Figure 1. PDN straps and rails.
Scale bar: 20 um. Pins as bars on the die edge.
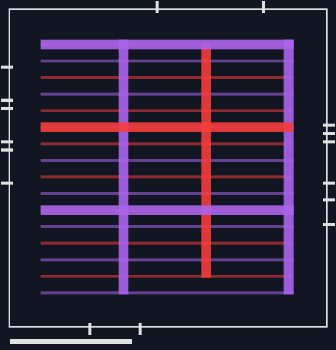
Figure 2. Cells colored by class.
Fill, decap, tap and diode cells in gray.
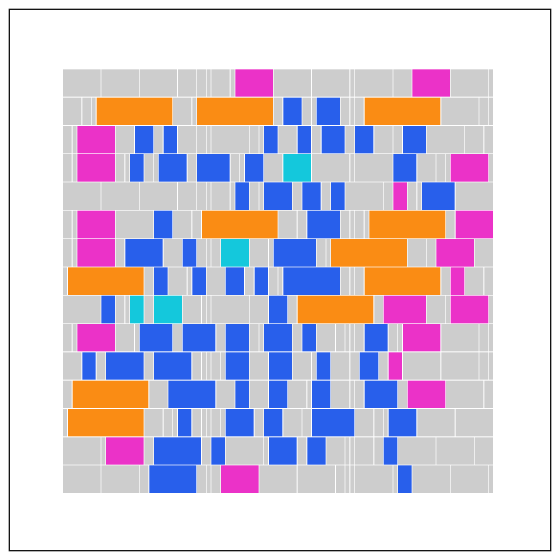
Figure 3. Clock wires, drivers and flops.
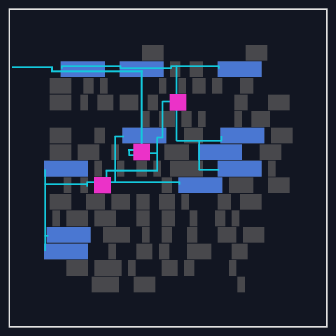
File: config.mk
export PLATFORM = sky130hd
export DESIGN_NAME = countdown_timer
export DESIGN_NICKNAME = d
export VERILOG_FILES = /design/src/rtl/countdown_timer_pkg.sv /design/src/rtl/countdown_core.sv /design/src/rtl/countdown_timer.sv
export SDC_FILE = /design/constraint.sdc
export NUM_CORES = 1
export LEC_CHECK = 0
export CELL_PAD_IN_SITES_DETAIL_PLACEMENT = 1
export CELL_PAD_IN_SITES_GLOBAL_PLACEMENT = 1
export CORE_MARGIN = 5
export CORE_UTILIZATION = 36
export DETAILED_ROUTE_END_ITERATION = 7
export GPL_TIMING_DRIVEN = 0
export PLACE_DENSITY_LB_ADDON = 0.1
export SLEW_MARGIN = 15
export SYNTH_ARGS = -nofsm -noshare
export SYNTH_HDL_FRONTEND = slang
export SYNTH_SLANG_ARGS = --single-unit
export TNS_END_PERCENT = 5
File: constraint.sdc
create_clock -name clock -period 3.8 [get_ports clock]
set_clock_uncertainty 0.05 [all_clocks]
set_input_delay 0.57 -clock clock [delete_from_list [all_inputs] [get_ports clock]]
set_output_delay 0.57 -clock clock [all_outputs]
set_load 0.01 [all_outputs]
File: src/rtl/countdown_timer_pkg.sv
// Shared constants for the countdown timer: FSM state encoding and default width.
package countdown_timer_pkg;

  localparam int DEFAULT_WIDTH = 4;

  typedef enum logic [1:0] {
    ST_IDLE    = 2'd0,
    ST_RUN     = 2'd1,
    ST_EXPIRED = 2'd2
  } state_t;

endpackage

File: src/rtl/countdown_core.sv
// Countdown datapath: count and reload registers, guarded decrement, zero/one detect.
// Control comes from countdown_timer; load outranks reload, clear and decrement.
module countdown_core
  import countdown_timer_pkg::*;
#(
  parameter int WIDTH = DEFAULT_WIDTH
) (
  input  logic             clock,
  input  logic             reset,
  input  logic             load,
  input  logic [WIDTH-1:0] load_value,
  input  logic             dec,
  input  logic             reload,
  input  logic             clear,
  output logic [WIDTH-1:0] count,
  output logic             is_one,
  output logic             is_zero
);

  logic [WIDTH-1:0] count_q, count_d;
  logic [WIDTH-1:0] reload_q, reload_d;

  always_comb begin
    count_d  = count_q;
    reload_d = reload_q;
    if (load) begin
      count_d  = load_value;
      reload_d = load_value;
    end else if (reload) begin
      count_d = reload_q;
    end else if (clear) begin
      count_d = '0;
    end else if (dec && (count_q != '0)) begin
      // Guard keeps the count from wrapping even if dec is misused.
      count_d = count_q - WIDTH'(1);
    end
  end

  always_ff @(posedge clock) begin
    if (reset) begin
      count_q  <= '0;
      reload_q <= '0;
    end else begin
      count_q  <= count_d;
      reload_q <= reload_d;
    end
  end

  assign count   = count_q;
  assign is_one  = (count_q == WIDTH'(1));
  assign is_zero = (count_q == '0);

endmodule

File: src/rtl/countdown_timer.sv
// Countdown timer top: IDLE/RUN/EXPIRED state machine and registered terminal-count strobe.
// Load restarts from any state; reset outranks everything and suppresses tc_pulse.
module countdown_timer
  import countdown_timer_pkg::*;
#(
  parameter int WIDTH = DEFAULT_WIDTH
) (
  input  logic             clock,
  input  logic             reset,
  input  logic             enable,
  input  logic             load,
  input  logic [WIDTH-1:0] load_value,
  input  logic             auto_reload,
  output logic [WIDTH-1:0] counter_out,
  output logic             tc_pulse,
  output logic             busy,
  output logic             expired
);

  state_t state_q, state_d;
  logic   tc_q, tc_d;
  logic   dec, do_reload, do_clear;
  logic   is_one, is_zero;

  countdown_core #(.WIDTH(WIDTH)) u_core (
    .clock      (clock),
    .reset      (reset),
    .load       (load),
    .load_value (load_value),
    .dec        (dec),
    .reload     (do_reload),
    .clear      (do_clear),
    .count      (counter_out),
    .is_one     (is_one),
    .is_zero    (is_zero)
  );

  always_comb begin
    state_d   = state_q;
    tc_d      = 1'b0;
    dec       = 1'b0;
    do_reload = 1'b0;
    do_clear  = 1'b0;
    if (load) begin
      state_d = (load_value != '0) ? ST_RUN : ST_IDLE;
    end else begin
      case (state_q)
        ST_RUN: begin
          // is_zero cannot occur in RUN; treat it as terminal so the count never wraps.
          if (enable) begin
            if (is_one || is_zero) begin
              tc_d = 1'b1;
              if (auto_reload) begin
                do_reload = 1'b1;
              end else begin
                do_clear = 1'b1;
                state_d  = ST_EXPIRED;
              end
            end else begin
              dec = 1'b1;
            end
          end
        end
        ST_IDLE, ST_EXPIRED: begin
          state_d = state_q;
        end
        default: begin
          state_d = ST_IDLE;
        end
      endcase
    end
  end

  always_ff @(posedge clock) begin
    if (reset) begin
      state_q <= ST_IDLE;
      tc_q    <= 1'b0;
    end else begin
      state_q <= state_d;
      tc_q    <= tc_d;
    end
  end

  assign tc_pulse = tc_q;
  assign busy     = (state_q == ST_RUN);
  assign expired  = (state_q == ST_EXPIRED);

endmodule

==> flow_summary.toml <==
# implementation run metrics
[status]
outcome = "complete, no violations"

[yosys]
synthTopCellsByArea = "dfxtp_1, ha_1, nand2_1"
synth_nets = 88
synthTopCellsByCount = "dfxtp_1, nand2_1, nor2_1, nor3_1"
synth_cells = 76
synth_area_um2 = 632
ys_async_sr_fraction_pct = 0
synth-edff-count = 0
synthFlopType = "dfxtp_1"
yosysWarnings = 0
yosysTopAreaCell = "dfxtp_1"
ys_ff = 11

[detailed_routing]
drc_errors = 0
viasPerCell = 5.53
first_iter_violations = 13

[sta]
finalMaxSlewViolations = 0
rsz0062_at_grt = "no"
final-setup-viol-count = 0

[pwr]
leakagePower_nw = 0.319

[finish]
most-common-layout-cells = "clkdlybuf4s50_1, dfxtp_1, nand2_1"
insertedDiodeCount = 0
nets = 108
logic_area_um2 = 374

[grt]
grt_max_degree = 11
grt_pass1_vias = 606
grt_pass1_wl_um = 2770
gr-total-overflow = 0
globalRouteTotalUtil_pct = 13.9
top_usage_layer = "met2"
antenna_found_initial = 0
grt_use_met3_pct = 3.72

[setup_path]
cp_max_fo = 3
r2r_slack_ns = 1.86
r2r_cells = 5
startpoint_type = "register"
rr_endpoint = "u_core.count[2]"
critPathKind = "reg2out"

[clock_network]
tritoncts = "yes"
ctsHtreeMaxLevel = 1
cts.repair.resized = 0
postCtsSetupBuffers = 0
clk_latency_ns = 0.27

[flow_run]
cap_violations = 0

[place]
portBuffers = 15
-- Figure 1 (at the start) --
VDD -> red
VSS -> purple
rows = 15
met5 straps = 3
Die Wd: 51.9 um
Core Box Area: 1690 um^2

-- Figure 2 (at the start) --
all other logic -> blue  # cells 61
other buffers and delay cells -> magenta  # cells 19
flops -> orange  # cells 11
clock drivers and dummy loads -> cyan  # cells 4
Util after Layout: 49.1%
Seq/total area: 26.5%
Final Cell Area: 830 um^2

-- Figure 3 (at the start) --
clock wires -> cyan  # length 168 um
flip-flops -> blue  # count 11
cells driving clock nets -> magenta  # count 3
routed clock nets = 4

-- layer usage --
metal	vias up	wire length (um)
li1	317	-
met1	284	828
met2	16	756
met3	2	79
met4	0	12
met5	-	0
-- where the power goes --
group / internal [W] / switching (W)
sequential: 0.000123 / 0.00000705
combinational: 0.0000401 / 0.0000411
clock: 0.0000406 / 0.0000388
total: 0.000203 / 0.0000869
-- sequential cells by signal, summed over array words and instances, names as in the netlist --
name,flops
state_q,2
tc_pulse,1
u_core.count,4
u_core.reload_q,4
-- worst max path at each step --
stage,from,endpoint,slack [ns],depth (start not counted)
3_5_place_dp,enable,u_core.count[3],1.55,6
6_report,state_q[0],busy,1.79,2
4_1_cts,state_q[0],busy,1.77,2
5_1_grt,enable,u_core.count[3],1.64,6
2_1_floorplan,u_core.count[0],u_core.count[2],1.96,5
3_3_place_gp,enable,u_core.count[3],1.53,6
-- layout make-up --
| class | count | area share [%] |
|---|---|---|
| multi-input cells | 57 | 45.1 |
| flip-flops and latches | 11 | 26.5 |
| repair buffers | 15 | 18.1 |
| well taps | 17 | 2.56 |
| clock buffers | 4 | 3.17 |
| plain buffers | 4 | 2.71 |
| inverters | 4 | 1.81 |
-- kinds of logic after synthesis --
group	share of synthesized area (%)
compound gates	25.0
fa+ha+maj	5.94
buf+inv	5.94
flops	34.9
mux	4.75
simple gates	23.6
-- through the flow --
stage,util [%],instances,hold slack (ns),total power (W),worst slack (ns)
floorplan,-,76,0.395,0.000181,1.96
global placement,47.6,108,0.408,0.000213,1.53
detailed placement,47.6,108,0.412,0.000214,1.55
CTS,49.1,112,0.422,0.000295,1.77
global route,49.1,112,0.458,0.000312,1.64
finish,49.1,112,0.419,0.000290,1.79
-- critical path: stages (launching register included) --
cell and delay [ns]:
dfxtp_1 0.34, nor2b_1 0.22, clkdlybuf4s50_1 0.57
Power and IR drop assume default switching activity.
